===== config.mk =====
export PLATFORM = sky130hd
export DESIGN_NAME = vliw_hazard_scoreboard_flat
export DESIGN_NICKNAME = d
export VERILOG_FILES = /design/src/rtl/vliw_hazard_scoreboard_if.sv /design/src/rtl/vliw_hazard_scoreboard.sv /design/src/flat_wrapper.sv
export SDC_FILE = /design/constraint.sdc
export NUM_CORES = 1
export LEC_CHECK = 0
export CAP_MARGIN = 25
export CORE_MARGIN = 2
export CORE_UTILIZATION = 45
export CTS_CLUSTER_SIZE = 30
export DETAILED_ROUTE_END_ITERATION = 16
export PLACE_DENSITY = 0.74
export SYNTH_ARGS = -nofsm -noshare
export SYNTH_HDL_FRONTEND = slang
export SYNTH_SLANG_ARGS = --single-unit
export TNS_END_PERCENT = 50

===== constraint.sdc =====
create_clock -name clk -period 6.3 [get_ports clk]
set_clock_uncertainty 0.15 [all_clocks]
set_input_delay 1.89 -clock clk [delete_from_list [all_inputs] [get_ports clk]]
set_output_delay 1.89 -clock clk [all_outputs]
set_load 0.01 [all_outputs]

===== src/rtl/vliw_hazard_scoreboard_if.sv =====
// ID-stage bundle, flush and hazard/forwarding outputs of the 2-slot VLIW scoreboard.
// The decoder side uses master; the scoreboard uses slave.
interface vliw_hazard_scoreboard_if #(
    parameter int unsigned REG_AW = 3,
    parameter int unsigned CNT_W  = 16
);
    logic              id_valid;
    logic [REG_AW-1:0] id_alu_rn;
    logic [REG_AW-1:0] id_alu_rm;
    logic              id_alu_rm_used;
    logic [REG_AW-1:0] id_alu_rd;
    logic              id_alu_regWrite;
    logic [REG_AW-1:0] id_mem_rn;
    logic [REG_AW-1:0] id_mem_rd;
    logic              id_mem_regWrite;
    logic              id_mem_store;
    logic              flush;

    logic              PCWrite_HU;
    logic              p1_regWrite_HU;
    logic              p2_stall;
    logic [1:0]        fA;
    logic [1:0]        fB;
    logic [1:0]        fC;
    logic [1:0]        fD;
    logic              fE;
    logic [CNT_W-1:0]  stall_cycles;

    modport master (
        output id_valid, id_alu_rn, id_alu_rm, id_alu_rm_used, id_alu_rd, id_alu_regWrite,
               id_mem_rn, id_mem_rd, id_mem_regWrite, id_mem_store, flush,
        input  PCWrite_HU, p1_regWrite_HU, p2_stall, fA, fB, fC, fD, fE, stall_cycles
    );

    modport slave (
        input  id_valid, id_alu_rn, id_alu_rm, id_alu_rm_used, id_alu_rd, id_alu_regWrite,
               id_mem_rn, id_mem_rd, id_mem_regWrite, id_mem_store, flush,
        output PCWrite_HU, p1_regWrite_HU, p2_stall, fA, fB, fC, fD, fE, stall_cycles
    );
endinterface


===== src/rtl/vliw_hazard_scoreboard.sv =====
// Hazard detection and forwarding-select unit for the ALU+MEM slot VLIW pipeline.
// Tracks in-flight destinations in a shadow pipeline and registers EX-aligned selects.
module vliw_hazard_scoreboard #(
    parameter int unsigned REG_AW = 3,
    parameter int unsigned FWD_EN = 1,
    parameter int unsigned CNT_W  = 16
) (
    input logic                    clk,
    input logic                    reset,
    vliw_hazard_scoreboard_if.slave bus
);

    typedef struct packed {
        logic [REG_AW-1:0] alu_rd;
        logic              alu_we;
        logic [REG_AW-1:0] mem_rd;
        logic              mem_we;
    } shadow_t;

    localparam shadow_t Bubble = '0;

    // WB needs no tracking: the register file is write-first, so code 0 covers it.
    shadow_t ex_q, ex_d, mem_q, mem_d;
    logic [1:0] fa_q, fa_d, fb_q, fb_d, fc_q, fc_d, fd_q, fd_d;
    logic fe_ex_q, fe_ex_d, fe_q, fe_d;
    logic [CNT_W-1:0] cnt_q, cnt_d;
    logic stall;

    function automatic logic hit(input logic [REG_AW-1:0] src, input logic used,
                                 input logic [REG_AW-1:0] rd, input logic we);
        return used && we && (src != '0) && (src == rd);
    endfunction

    // Youngest producer first; load beats ALU at equal age.
    function automatic logic [1:0] fwd_sel(input logic [REG_AW-1:0] src, input logic used,
                                           input shadow_t ex, input shadow_t mem);
        if (hit(src, used, ex.alu_rd, ex.alu_we))        return 2'd1;
        else if (hit(src, used, mem.mem_rd, mem.mem_we)) return 2'd3;
        else if (hit(src, used, mem.alu_rd, mem.alu_we)) return 2'd2;
        else                                             return 2'd0;
    endfunction

    function automatic logic any_hit(input logic [REG_AW-1:0] src, input logic used,
                                     input shadow_t s);
        return hit(src, used, s.alu_rd, s.alu_we) || hit(src, used, s.mem_rd, s.mem_we);
    endfunction

    logic rn_used, rm_used, mrn_used, mrd_used;
    logic load_use, interlock, load_ex;

    always_comb begin
        rn_used  = 1'b1;
        rm_used  = bus.id_alu_rm_used;
        mrn_used = bus.id_mem_store || bus.id_mem_regWrite;
        mrd_used = bus.id_mem_store;

        load_use = hit(bus.id_alu_rn, rn_used,  ex_q.mem_rd, ex_q.mem_we)
                || hit(bus.id_alu_rm, rm_used,  ex_q.mem_rd, ex_q.mem_we)
                || hit(bus.id_mem_rn, mrn_used, ex_q.mem_rd, ex_q.mem_we);

        interlock = any_hit(bus.id_alu_rn, rn_used,  ex_q) || any_hit(bus.id_alu_rn, rn_used,  mem_q)
                 || any_hit(bus.id_alu_rm, rm_used,  ex_q) || any_hit(bus.id_alu_rm, rm_used,  mem_q)
                 || any_hit(bus.id_mem_rn, mrn_used, ex_q) || any_hit(bus.id_mem_rn, mrn_used, mem_q)
                 || any_hit(bus.id_mem_rd, mrd_used, ex_q) || any_hit(bus.id_mem_rd, mrd_used, mem_q);

        // Flush overrides any stall condition.
        stall = bus.id_valid && !bus.flush && ((FWD_EN != 0) ? load_use : interlock);

        load_ex = bus.id_valid && !bus.flush && !stall;

        mem_d = ex_q;
        ex_d  = Bubble;
        if (load_ex) begin
            ex_d.alu_rd = bus.id_alu_rd;
            ex_d.alu_we = bus.id_alu_regWrite && (bus.id_alu_rd != '0);
            ex_d.mem_rd = bus.id_mem_rd;
            ex_d.mem_we = bus.id_mem_regWrite && (bus.id_mem_rd != '0);
        end

        fa_d    = 2'd0;
        fb_d    = 2'd0;
        fc_d    = 2'd0;
        fd_d    = 2'd0;
        fe_ex_d = 1'b0;
        if ((FWD_EN != 0) && load_ex) begin
            fa_d    = fwd_sel(bus.id_alu_rn, rn_used,  ex_q, mem_q);
            fb_d    = fwd_sel(bus.id_alu_rm, rm_used,  ex_q, mem_q);
            fc_d    = fwd_sel(bus.id_mem_rn, mrn_used, ex_q, mem_q);
            fd_d    = fwd_sel(bus.id_mem_rd, mrd_used, ex_q, mem_q);
            fe_ex_d = hit(bus.id_mem_rd, mrd_used, ex_q.mem_rd, ex_q.mem_we);
        end
        fe_d = fe_ex_q;

        cnt_d = cnt_q;
        if (stall && (cnt_q != '1)) begin
            cnt_d = cnt_q + CNT_W'(1);
        end
    end

    always_ff @(posedge clk or posedge reset) begin
        if (reset) begin
            ex_q    <= Bubble;
            mem_q   <= Bubble;
            fa_q    <= 2'd0;
            fb_q    <= 2'd0;
            fc_q    <= 2'd0;
            fd_q    <= 2'd0;
            fe_ex_q <= 1'b0;
            fe_q    <= 1'b0;
            cnt_q   <= '0;
        end else begin
            ex_q    <= ex_d;
            mem_q   <= mem_d;
            fa_q    <= fa_d;
            fb_q    <= fb_d;
            fc_q    <= fc_d;
            fd_q    <= fd_d;
            fe_ex_q <= fe_ex_d;
            fe_q    <= fe_d;
            cnt_q   <= cnt_d;
        end
    end

    always_comb begin
        bus.PCWrite_HU     = !stall;
        bus.p1_regWrite_HU = !stall;
        bus.p2_stall       = stall;
        bus.fA             = fa_q;
        bus.fB             = fb_q;
        bus.fC             = fc_q;
        bus.fD             = fd_q;
        bus.fE             = fe_q;
        bus.stall_cycles   = cnt_q;
    end

endmodule

===== src/flat_wrapper.sv =====
// flat-port wrapper written by rule: the top's interface ports become plain ports
module vliw_hazard_scoreboard_flat 
#(
    parameter int unsigned REG_AW = 3,
    parameter int unsigned FWD_EN = 1,
    parameter int unsigned CNT_W  = 16
)
  (clk, reset, bus_id_valid, bus_id_alu_rn, bus_id_alu_rm, bus_id_alu_rm_used, bus_id_alu_rd, bus_id_alu_regWrite, bus_id_mem_rn, bus_id_mem_rd, bus_id_mem_regWrite, bus_id_mem_store, bus_flush, bus_PCWrite_HU, bus_p1_regWrite_HU, bus_p2_stall, bus_fA, bus_fB, bus_fC, bus_fD, bus_fE, bus_stall_cycles);
  vliw_hazard_scoreboard_if #(.REG_AW(REG_AW), .CNT_W(CNT_W)) bus_i ();
  input logic clk;
  input logic reset;
  input wire logic [$bits(bus_i.id_valid)-1:0] bus_id_valid;
  input wire logic [$bits(bus_i.id_alu_rn)-1:0] bus_id_alu_rn;
  input wire logic [$bits(bus_i.id_alu_rm)-1:0] bus_id_alu_rm;
  input wire logic [$bits(bus_i.id_alu_rm_used)-1:0] bus_id_alu_rm_used;
  input wire logic [$bits(bus_i.id_alu_rd)-1:0] bus_id_alu_rd;
  input wire logic [$bits(bus_i.id_alu_regWrite)-1:0] bus_id_alu_regWrite;
  input wire logic [$bits(bus_i.id_mem_rn)-1:0] bus_id_mem_rn;
  input wire logic [$bits(bus_i.id_mem_rd)-1:0] bus_id_mem_rd;
  input wire logic [$bits(bus_i.id_mem_regWrite)-1:0] bus_id_mem_regWrite;
  input wire logic [$bits(bus_i.id_mem_store)-1:0] bus_id_mem_store;
  input wire logic [$bits(bus_i.flush)-1:0] bus_flush;
  output wire logic [$bits(bus_i.PCWrite_HU)-1:0] bus_PCWrite_HU;
  output wire logic [$bits(bus_i.p1_regWrite_HU)-1:0] bus_p1_regWrite_HU;
  output wire logic [$bits(bus_i.p2_stall)-1:0] bus_p2_stall;
  output wire logic [$bits(bus_i.fA)-1:0] bus_fA;
  output wire logic [$bits(bus_i.fB)-1:0] bus_fB;
  output wire logic [$bits(bus_i.fC)-1:0] bus_fC;
  output wire logic [$bits(bus_i.fD)-1:0] bus_fD;
  output wire logic [$bits(bus_i.fE)-1:0] bus_fE;
  output wire logic [$bits(bus_i.stall_cycles)-1:0] bus_stall_cycles;
  assign bus_i.id_valid = bus_id_valid;
  assign bus_i.id_alu_rn = bus_id_alu_rn;
  assign bus_i.id_alu_rm = bus_id_alu_rm;
  assign bus_i.id_alu_rm_used = bus_id_alu_rm_used;
  assign bus_i.id_alu_rd = bus_id_alu_rd;
  assign bus_i.id_alu_regWrite = bus_id_alu_regWrite;
  assign bus_i.id_mem_rn = bus_id_mem_rn;
  assign bus_i.id_mem_rd = bus_id_mem_rd;
  assign bus_i.id_mem_regWrite = bus_id_mem_regWrite;
  assign bus_i.id_mem_store = bus_id_mem_store;
  assign bus_i.flush = bus_flush;
  assign bus_PCWrite_HU = bus_i.PCWrite_HU;
  assign bus_p1_regWrite_HU = bus_i.p1_regWrite_HU;
  assign bus_p2_stall = bus_i.p2_stall;
  assign bus_fA = bus_i.fA;
  assign bus_fB = bus_i.fB;
  assign bus_fC = bus_i.fC;
  assign bus_fD = bus_i.fD;
  assign bus_fE = bus_i.fE;
  assign bus_stall_cycles = bus_i.stall_cycles;
  vliw_hazard_scoreboard #(.REG_AW(REG_AW), .FWD_EN(FWD_EN), .CNT_W(CNT_W)) u_core (.clk(clk), .reset(reset), .bus(bus_i));
endmodule

==> run_1/wire_density.png <==
Scale: 4 px per um. The die is cut into 15 by 15 equal tiles; dark purple is low, yellow is high, scaled to the fullest tile. Values are wire area over tile area, all layers added.
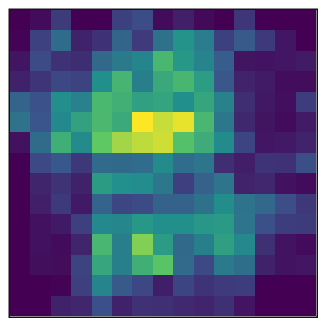
fullest tile: 0.51
nearly empty tiles: 12%
densest ninth of the die: center
mean over tiles: 0.14
emptiest ninth of the die: north-east

==> run_1/met3.png <==
Scale: 4 px per um. Cells faint in the background.
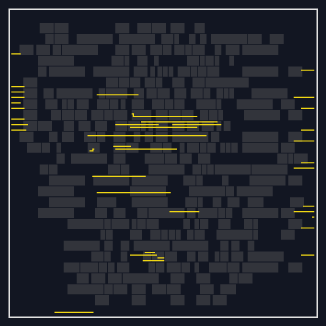
wire length on this layer: 264 um
longest straight run: 29.4 um
main direction: horizontal
nets with wire on the layer: 36
Routed WL: 5200 um
via count: 1881
GR Util met3: 3.20%

==> qor.yml, run 1 <==
run_status:
  status: "finished clean"
die:
  dieWidth_um: 76.6
  rows: 26
  fp_util_pct: 46.4
  fp.dieH_um: 76.6
  io_pins: 51
  chipArea_mm2: 0.00587
  core-area_mm2: 0.00511
final_timing:
  setup_slack_ns: 0.246
  timing.slew.headroom_pct: 39.5
  fin_setup_tns_ns: 0
  max_clock_freq_mhz: 165
  grt_setup_unrepaired: "no"
  final_max_slew_viol_count: 0
  period_used_pct: 96.1
  finalSetupViolations: 0
  finalHoldViolations: 0
  period_minus_slack_ns: 6.05
  worstMarginPinSlew_ns: 0.899
yosys:
  synth.avg_cell_area_um2: 9.64
  syn_inst: 246
  ys_area_mm2: 0.00237
  seq_area_frac_synth_pct: 44.3
  postSynth.asyncResetShare_pct: 100
  synth-edff-count: 0
  area_leaders: "dfrtp_1 (44%), xnor2_1 (12%), xor2_1 (8.5%)"
  fp_nets: 270
  synth_top_cell_by_area: "dfrtp_1"
  netlist_area_mm2: 0.00237
  ff_type: "dfrtp_1"
  synth-warning-count: 0
  top_cell_area_share_pct: 44.3
  netlist-cell-type-count: 41
  numSynthFlops: 42
  yosysCellCount: 246
setup_path:
  cp-end-kind: "output port"
  cp_max_fo: 3
  worstSetupStartpointType: "input port"
  rrSetupSlack_ns: 3.62
  slowest_stage: "clkdlybuf4s50_1"
  required_ns: 4.26
  cpMostUsedCell: "clkdlybuf4s50_1"
  arrival_ns: 4.01
  path_class: "in2out"
  path_cells: "clkdlybuf4s50_1 -> or3b_1 -> a211o_1 -> a21oi_2 -> nor3_2 -> nand2b_1 -> inv_1 -> clkdlybuf4s50_1"
  slowest_delay_ns: 0.52
cells_and_area:
  stdcell_area_mm2: 0.00304
  drive_above_1_share_pct: 8.97
  syn_to_final_growth_pct: 28.2
  lay_top_cells: "clkdlybuf4s50_1 (50), dfrtp_1 (42), xnor2_1 (33), xor2_1 (23), nor2_1 (20)"
  nNetsFinal: 313
  n_fill_cell: 456
  utilization_pct: 59.5
  antenna_cells: 0
  final_common_cell: "clkdlybuf4s50_1"
power_and_ir_drop:
  p_leak_nw: 1.27
  ir_drop_mv: 0.135
  finalPower_uw: 581
  power_density_mw_per_mm2: 191
grt:
  antenna_found_initial: 0
  grt_pass1_vias: 1726
  grt_pass1_wl_um: 8780
  grt_usage_pct: 18.6
  grt_max_degree: 43
  grt-ovfl-total: 0
clocking:
  clk_pin_slew_ns: 0.08
  cts_buffer_depth: 2
  root_buffer: "clkbuf_8"
  cts_setup_buffers: 0
  cts_tree: "done"
  cts_resized: 0
  cts.sinks: 42
  htree_levels: 2
  postCtsHoldBufs: 0
placed_design:
  place_area_mm2: 0.00293
  dp_hpwl_um: 3870
  place_congestion: 0.870
  portBuffers: 50
  dpl_worst_slack_ns: 0.233
min_path:
  hp-class: "reg2reg"
detailed_routing:
  viasPerCell: 5.23
  dr.pass1.iters: 5
  final_antenna_net_count: 0
  wl_per_cell_um: 14.4
  drc: 0
  drt_iter0_drc: 94
flow_run:
  maxCapViolCount: 0
  tool_warnings: 26
==> run_1/drive_strength.png <==
Scale: 4 px per um.
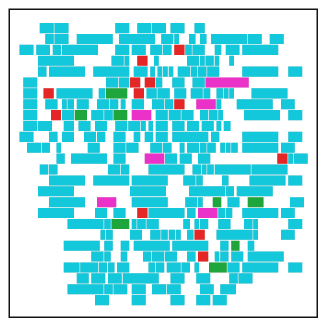
legend:
  magenta:
    size: drive 6 and up
    cells: 6
    share: 2.1%
    most_used: clkbuf_8
  cyan:
    size: drive 1 or less
    cells: 264
    share: 91%
    most_used: clkdlybuf4s50_1
  red:
    size: drive 3 to 4
    cells: 12
    share: 4.1%
    most_used: buf_4
  green:
    size: drive 2
    cells: 8
    share: 2.8%
    most_used: nor4_2

==> run_1/final_clocks.png <==
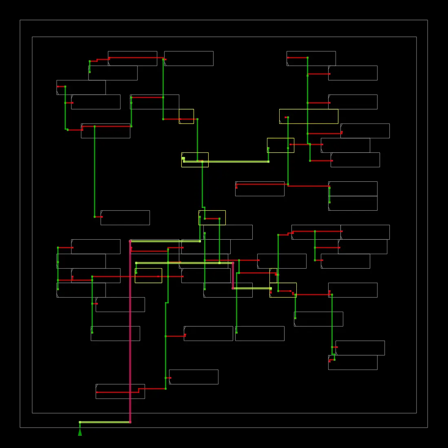
clk ins delay skew pair: 0.29 ns
flop count: 42
number of clock buffers in the layout: 6
CTS buffer count: 5

[run 1: cell type report]
type,instances,area [um^2],area share [%]
multi-input combinational,174,1190,39.1
inverter,5,18.8,0.617
tap,70,87.6,2.88
clock buffer,6,72.6,2.39
sequential,42,1050,34.6
clock inverter,2,37.5,1.23
timing repair buffer,61,583,19.2
[run 1: synthesized netlist by cell type (4+ instances only)]
cell	instances
nor2_1	20
clkbuf_1	14
dfrtp_1	42
a31oi_1	4
xnor2_1	33
buf_1	5
nand3_1	7
xor2_1	23
nand4_1	14
inv_1	5
and2_1	6
nor4_1	7
nor3_1	19
nand2_1	8
[run 1: worst max-delay path, delay by kind of cell]
kind            cells  cell delay, ns
compound gates      2            0.45
buf+inv             3            1.05
simple gates        3            0.61
[run 1: routing by layer]
metal	vias up	track usage (%)	wire length, um
li1	921	-	-
met1	899	26.6	2400
met2	57	29.2	2500
met3	4	3.20	264
met4	0	4.91	38
met5	-	0	0
[run 1: power breakdown]
| part | switching [mW] | internal [mW] |
|---|---|---|
| combinational | 0.0375 | 0.0426 |
| clock | 0.0930 | 0.118 |
| sequential | 0.0127 | 0.276 |
| total | 0.143 | 0.437 |
[run 1: final timing paths]
path / end / from / cells after the start
setup reg to reg: u_core.bus.stall_cycles[14] / u_core.ex_q[3] / 7
min in group asynchronous: u_core.bus.fE / reset / 3
hold reg to reg: u_core.bus.fE / u_core.fe_d / 0
max in group asynchronous: u_core.bus.stall_cycles[0] / reset / 3
hold / removal: u_core.bus.fE / u_core.fe_d / 0
setup / recovery: bus_p2_stall / bus_id_mem_rn[1] / 8
[run 1: registers in the layout, summed over array words and instances (netlist names)]
name / flops
u_core.bus.fD: 2
u_core.bus.fE: 1
u_core.bus.fB: 2
u_core.fe_d: 1
u_core.mem_q: 8
u_core.bus.fA: 2
u_core.bus.stall_cycles: 16
u_core.ex_q: 8
u_core.bus.fC: 2
[run 1: stage by stage]
step,instances,hold slack [ns]
6_report,360,0.204
5_1_grt,360,0.216
4_1_cts,360,0.204
3_5_place_dp,352,0.185
3_3_place_gp,352,0.183
2_1_floorplan,246,0.181
[run 1: logic make-up (layout without fill, tap and decap cells)]
logic type               count (synthesis)  in the layout  synth area share (%)
adder cells (fa/ha/maj)                  1              1                 0.527
buffers and inverters                   30             74                  5.54
AND-OR/OR-AND                           17             17                  5.33
flip-flops                              42             42                  44.3
XOR/XNOR                                56             56                  20.7
multiplexers                             3              3                  1.42
AND/OR/NAND/NOR                         97             97                  22.2
==> run 1 -> run 2 <==
--- a/config.mk
+++ b/config.mk
@@ -14,4 +14,4 @@
 export SYNTH_ARGS = -nofsm -noshare
 export SYNTH_HDL_FRONTEND = slang
 export SYNTH_SLANG_ARGS = --single-unit
-export TNS_END_PERCENT = 50
+export TNS_END_PERCENT = 20
==> run_2/drive_strength.png <==
Scale: 4 px per um.
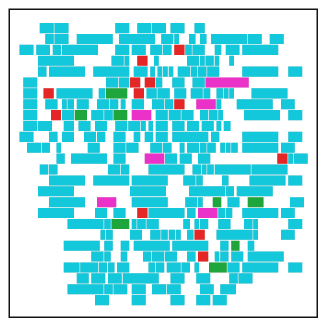
design area: 0.00304 mm^2
Final WS setup: 0.246 ns
Area Overhead vs Synth: 28.2%
Non-clock buffers: 61

==> run_2/final_clocks.png <==
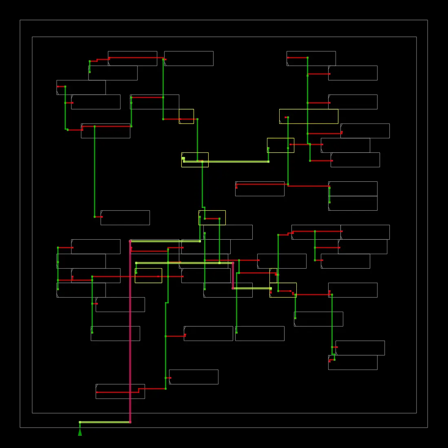
Clk. pwr: 211 uW
CTS Sinks: 42

==> qor.yml, run 2 <==
final_timing:
  final_max_slew_viol_count: 0
  timing.slew.headroom_pct: 39.5
  fin_setup_tns_ns: 0
  finalSetupViolations: 0
  finalHoldViolations: 0
  grt_setup_unrepaired: "no"
  worstMarginPinSlew_ns: 0.899
  period_used_pct: 96.1
  max_clock_freq_mhz: 165
  period_minus_slack_ns: 6.05
clocking:
  cts_tree: "done"
  htree_levels: 2
  clk_latency_ns: 0.29
  root_buffer: "clkbuf_8"
  numCtsBuffers: 5
  postCtsHoldBufs: 0
  cts_setup_buffers: 0
  cts_buffer_depth: 2
  cts_resized: 0
detailed_routing:
  drt_wl_total_um: 5200
  viasPerCell: 5.23
  drt_iter0_drc: 94
  drc: 0
  dr.pass1.iters: 5
  wl_per_cell_um: 14.4
  final_antenna_net_count: 0
  vias: 1881
yosys:
  synth_top_cell_by_area: "dfrtp_1"
  post-synth-top-count-cell: "dfrtp_1"
  ff_type: "dfrtp_1"
  top_cell_area_share_pct: 44.3
  fp_nets: 270
  netlist_area_mm2: 0.00237
  numSynthFlops: 42
  netlist-cell-type-count: 41
  synth-warning-count: 0
  syn_inst: 246
  ys_area_mm2: 0.00237
  synth.avg_cell_area_um2: 9.64
  postSynth.asyncResetShare_pct: 100
  seq_area_frac_synth_pct: 44.3
  area_leaders: "dfrtp_1 (44%), xnor2_1 (12%), xor2_1 (8.5%)"
setup_path:
  path_cells: "clkdlybuf4s50_1 -> or3b_1 -> a211o_1 -> a21oi_2 -> nor3_2 -> nand2b_1 -> inv_1 -> clkdlybuf4s50_1"
  slowest_stage: "clkdlybuf4s50_1"
  worstSetupStartpointType: "input port"
  reg2reg_to: "u_core.bus.stall_cycles[14]"
  cp-end-kind: "output port"
  cpMostUsedCell: "clkdlybuf4s50_1"
  cp_max_fo: 3
  crit_cells: 8
  path_delay_family: "buffers and inverters"
  crit_end: "bus_p2_stall"
  arrival_ns: 4.01
  critPathBufInv: 3
  startpoint: "bus_id_mem_rn[1]"
  rrSetupSlack_ns: 3.62
  path_class: "in2out"
  required_ns: 4.26
grt:
  grt_usage_pct: 18.6
  grt_max_degree: 43
  grt-ovfl-total: 0
  grt_pass1_vias: 1726
  antenna_found_initial: 0
  grt_pass1_wl_um: 8780
cells_and_area:
  nNetsFinal: 313
  final_common_cell: "clkdlybuf4s50_1"
  largest_reg_flops: 16
  antenna_cells: 0
  drive_above_1_share_pct: 8.97
  lay_top_cells: "clkdlybuf4s50_1 (50), dfrtp_1 (42), xnor2_1 (33), xor2_1 (23), nor2_1 (20)"
run_status:
  status: "finished clean"
power_and_ir_drop:
  p_leak_nw: 1.27
  ir_drop_mv: 0.135
  power_density_mw_per_mm2: 191
  finalPower_uw: 581
die:
  core-area_mm2: 0.00511
  io_pins: 51
  fp.dieH_um: 76.6
  fp_util_pct: 46.4
  dieWidth_um: 76.6
  rows: 26
placed_design:
  place_congestion: 0.870
  dp_hpwl_um: 3870
  portBuffers: 50
flow_run:
  maxCapViolCount: 0
  tool_warnings: 26
[run 2: cell counts after synthesis]
No cell type changed its count.
[run 2: worst min-delay path by stage]
stage	slack [ns]	cells after the start	from	end
after global routing	0.22	0	u_core.fe_d	u_core.bus.fE
final	0.20	0	u_core.fe_d	u_core.bus.fE
after floorplan	0.18	0	u_core.fe_d	u_core.bus.fE
after CTS	0.20	0	u_core.fe_d	u_core.bus.fE
after detailed placement	0.18	0	u_core.fe_d	u_core.bus.fE
after global placement	0.18	0	u_core.fe_d	u_core.bus.fE
[run 2: power breakdown]
| group | switching, mW | internal (mW) | leakage (nW) |
|---|---|---|---|
| clock | 0.0930 | 0.118 | 0.0514 |
| sequential | 0.0127 | 0.276 | 0.573 |
| combinational | 0.0375 | 0.0426 | 0.644 |
[run 2: cell type report]
type	count	area (um^2)
Timing Repair Buffer	61	583
Multi-Input combinational cell	174	1190
Clock buffer	6	72.6
Sequential cell	42	1050
Clock inverter	2	37.5
Fill cell	456	2070
Tap cell	70	87.6
Inverter	5	18.8
[run 2: worst register-to-register path: cells and delay by family (launching register included)]
family / cells / cell delay, ns
flip-flops: 1 / 0.50
AND-OR/OR-AND: 2 / 0.45
AND/OR/NAND/NOR: 3 / 0.88
multiplexers: 1 / 0.37
buffers and inverters: 1 / 0.22
[run 2: stage by stage]
step | hold WS, ns | utilization [%] | worst slack [ns] | cell area, um^2 | instances
5_1_grt | 0.216 | 59.5 | 0.152 | 3040 | 360
3_5_place_dp | 0.185 | 57.4 | 0.233 | 2930 | 352
6_report | 0.204 | 59.5 | 0.246 | 3040 | 360
4_1_cts | 0.204 | 59.5 | 0.235 | 3040 | 360
3_3_place_gp | 0.183 | 57.4 | 0.258 | 2930 | 352
2_1_floorplan | 0.181 | - | 0.716 | 2370 | 246
[run 2: kinds of logic (layout without fill, tap and decap cells)]
kind of cell | Yosys count | in the layout | synth area share [%]
AND/OR/NAND/NOR | 97 | 97 | 22.2
XOR/XNOR | 56 | 56 | 20.7
flip-flops | 42 | 42 | 44.3
buffers and inverters | 30 | 74 | 5.54
AND-OR/OR-AND | 17 | 17 | 5.33
multiplexers | 3 | 3 | 1.42
adder cells (fa/ha/maj) | 1 | 1 | 0.527
[run 2: metal layers]
layer	vias up	track usage, %	wire (um)
met5	-	0	0
met4	0	4.91	38
met3	4	3.20	264
met2	57	29.2	2500
met1	899	26.6	2400
li1	921	-	-
==> run 2 -> run 3 <==
--- a/config.mk
+++ b/config.mk
@@ -6,11 +6,13 @@
 export NUM_CORES = 1
 export LEC_CHECK = 0
 export CAP_MARGIN = 25
+export CELL_PAD_IN_SITES_DETAIL_PLACEMENT = 1
+export CELL_PAD_IN_SITES_GLOBAL_PLACEMENT = 2
 export CORE_MARGIN = 2
-export CORE_UTILIZATION = 45
+export CORE_UTILIZATION = 33
 export CTS_CLUSTER_SIZE = 30
 export DETAILED_ROUTE_END_ITERATION = 16
-export PLACE_DENSITY = 0.74
+export PLACE_DENSITY = 0.86
 export SYNTH_ARGS = -nofsm -noshare
 export SYNTH_HDL_FRONTEND = slang
 export SYNTH_SLANG_ARGS = --single-unit
==> run_3/cell_classes.png <==
Scale: 6 px per um.
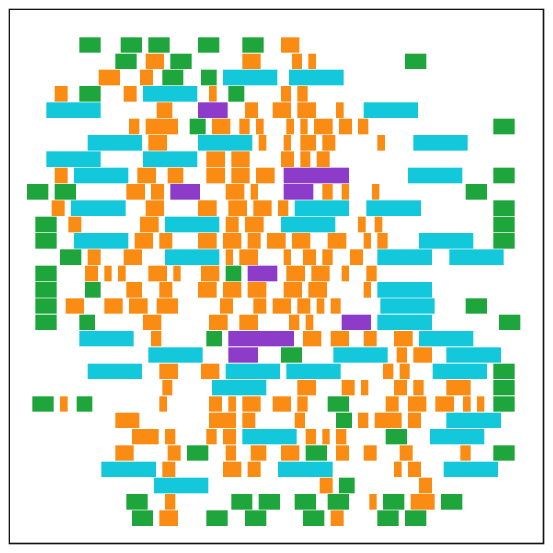
legend:
  green:
    class: other buffers and delay cells
    cells: 60
    share_of_their_area: 19%
  purple:
    class: clock drivers and dummy loads
    cells: 8
    share_of_their_area: 4.8%
  cyan:
    class: flip-flops
    cells: 42
    share_of_their_area: 35%
  orange:
    class: all other logic
    cells: 179
    share_of_their_area: 41%

==> qor.yml, run 3 <==
placed_design:
  place_congestion: 0.788
  portBuffers: 50
  dpl_worst_slack_ns: 0.184
  dp_hpwl_um: 4610
power_and_ir_drop:
  comb_power_share_pct: 12.8
  p_leak_nw: 1.28
  switching_share_pct: 23.0
  ir_drop_mv: 0.117
  p_clk_share_pct: 41.5
  intPower_uw: 488
  switchingPower_uw: 146
  power_density_mw_per_mm2: 205
  p_seq_share_pct: 45.7
setup_path:
  path_cells: "clkdlybuf4s50_1 -> or3b_1 -> a211o_1 -> a21oi_2 -> nor3_2 -> nand2b_1 -> inv_1 -> clkdlybuf4s50_1"
  worstSetupStartpointType: "input port"
  slowest_stage: "clkdlybuf4s50_1"
  slowest_delay_ns: 0.52
  cpMostUsedCell: "clkdlybuf4s50_1"
  cp-end-kind: "output port"
  r2r.worst_path.cells: 7
  required_ns: 4.26
  arrival_ns: 4.02
  cp_max_fo: 3
  rrSetupSlack_ns: 3.66
  r2r_start: "u_core.ex_q[3]"
  path_class: "in2out"
  reg2reg_to: "u_core.bus.stall_cycles[1]"
flow_run:
  tool_warnings: 26
  maxCapViolCount: 0
yosys:
  seq_area_frac_synth_pct: 44.3
  syn_inst: 246
  area_leaders: "dfrtp_1 (44%), xnor2_1 (12%), xor2_1 (8.5%)"
  netlist-cell-type-count: 41
  numSynthFlops: 42
  synth.avg_cell_area_um2: 9.64
  postSynth.asyncResetShare_pct: 100
  ff_type: "dfrtp_1"
  ys_area_mm2: 0.00237
  common_cells: "dfrtp_1 (42), xnor2_1 (33), xor2_1 (23), nor2_1 (20), nor3_1 (19)"
  top_cell_area_share_pct: 44.3
  netlist_area_mm2: 0.00237
  synth-warning-count: 0
  synth-edff-count: 0
  post-synth-top-count-cell: "dfrtp_1"
  yosysCellCount: 246
  fp_nets: 270
  synth_top_cell_by_area: "dfrtp_1"
final_timing:
  finalSetupViolations: 0
  grt_setup_unrepaired: "no"
  finalHoldViolations: 0
  period_minus_slack_ns: 6.06
  max_clock_freq_mhz: 165
  final_max_slew_viol_count: 0
  worstMarginPinSlew_ns: 0.990
  timing.slew.headroom_pct: 33.4
  setup_slack_ns: 0.242
  period_used_pct: 96.2
  fin_setup_tns_ns: 0
clocking:
  htree_levels: 2
  cts_tree: "done"
  root_buffer: "clkbuf_8"
  cts_buffer_depth: 2
  cts.sinks: 42
  clk_latency_ns: 0.30
  cts_resized: 0
  postCtsHoldBufs: 0
  numCtsBuffers: 5
  cts_setup_buffers: 0
  clk_pin_slew_ns: 0.08
min_path:
  min-delay-start: "u_core.fe_d"
  hold_end: "u_core.bus.fE"
  min_path_cells: 0
  hp-class: "reg2reg"
cells_and_area:
  largest_reg_flops: 16
  logic_area_mm2: 0.00119
  n_fill_cell: 775
  syn_to_final_growth_pct: 30.6
  antenna_cells: 0
  drive_above_1_share_pct: 9.00
  flop_area_mm2: 0.00105
  final_common_cell: "clkdlybuf4s50_1"
  lay_top_cells: "clkdlybuf4s50_1 (50), dfrtp_1 (42), xnor2_1 (33), xor2_1 (23), nor2_1 (20)"
  nNetsFinal: 312
  utilization_pct: 45.1
detailed_routing:
  drt_iter0_drc: 70
  final_antenna_net_count: 0
  drc: 0
  viasPerCell: 4.94
  wl_per_cell_um: 15.5
  dr.pass1.iters: 4
die:
  rows: 30
  chipArea_mm2: 0.00788
  core-area_mm2: 0.00687
  fp.dieH_um: 88.8
  fp_util_pct: 34.5
  io_pins: 51
  dieWidth_um: 88.8
grt:
  grt_pass1_wl_um: 10000
  grt-ovfl-total: 0
  grt_usage_pct: 16.6
  antenna_found_initial: 0
  grt_max_degree: 43
  grt_pass1_vias: 1956
run_status:
  status: "finished clean"
==> run_3/met3.png <==
Scale: 4 px per um. Cells faint in the background.
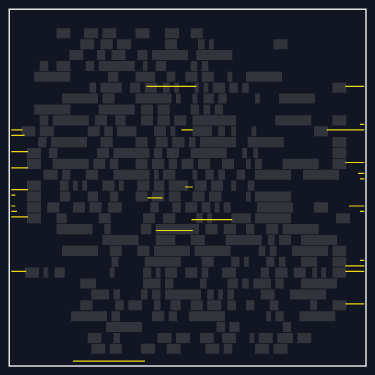
nets with wire on the layer: 24
longest straight run: 17.7 um
share of all routed wire: 2.1%
GR Util met3: 2.24%
Routed WL: 5960 um
via count: 1902

==> run 3: worst max path at each step <==
| stage | from | end | slack [ns] | cells past startpoint |
|---|---|---|---|---|
| 6_report | bus_id_mem_rn[1] | bus_p2_stall | 0.24 | 8 |
| 5_1_grt | bus_id_alu_rm[0] | bus_p1_regWrite_HU | 0.10 | 6 |
| 4_1_cts | bus_id_alu_rm[1] | bus_p1_regWrite_HU | 0.19 | 6 |
| 3_5_place_dp | bus_id_alu_rm[1] | bus_p1_regWrite_HU | 0.18 | 6 |
| 3_3_place_gp | bus_id_mem_rn[1] | bus_p2_stall | 0.25 | 8 |
| 2_1_floorplan | bus_id_alu_rm[1] | bus_p1_regWrite_HU | 0.72 | 7 |
==> run 3: cell type report <==
cell class / count / share of cell area (%)
clock buffers: 6 / 2.67
inverters: 5 / 0.606
multi-input cells: 174 / 38.4
clock inverters: 2 / 1.94
well taps: 96 / 3.88
repair buffers: 60 / 18.6
flip-flops and latches: 42 / 33.9
==> run 3: power groups by stage <==
| stage | Clock (mW) | Combinational, mW | Sequential, mW |
|---|---|---|---|
| 2_1_floorplan | 0 | 0.0527 | 0.289 |
| 3_3_place_gp | 0 | 0.0792 | 0.295 |
| 3_5_place_dp | 0 | 0.0818 | 0.295 |
| 4_1_cts | 0.270 | 0.0824 | 0.290 |
| 5_1_grt | 0.278 | 0.0898 | 0.291 |
| 6_report | 0.263 | 0.0811 | 0.289 |
==> run 3: logic make-up (layout without fill, tap and decap cells) <==
kind of cell | after synthesis | in the layout | synth area share, %
AND-OR/OR-AND | 17 | 17 | 5.33
XOR/XNOR | 56 | 56 | 20.7
adder cells (fa/ha/maj) | 1 | 1 | 0.527
buffers and inverters | 30 | 73 | 5.54
flip-flops | 42 | 42 | 44.3
multiplexers | 3 | 3 | 1.42
AND/OR/NAND/NOR | 97 | 97 | 22.2
==> run 3: worst max-delay path, delay by kind of cell <==
family | cells | cell delay, ns
AND/OR/NAND/NOR | 3 | 0.62
buffers and inverters | 3 | 1.05
AND-OR/OR-AND | 2 | 0.45
==> run 3: stage by stage <==
stage	instance area, um^2	power (mW)	hold WS (ns)	cells
final	3100	0.634	0.208	385
after global routing	3100	0.659	0.217	385
after floorplan	2370	0.342	0.181	246
after detailed placement	2960	0.377	0.189	377
after global placement	2960	0.374	0.183	377
after CTS	3100	0.643	0.209	385
==> run 3: layer usage <==
metal  share of wire [%]  up-vias  track usage, %
met5                   0        -               0
met4                 1.3        0            4.96
met3                 2.0        7            2.24
met2                  49       29            27.6
met1                  47      948            22.5
li1                    -      918               -
No activity file was given, so power comes from the tool's default toggle rates.
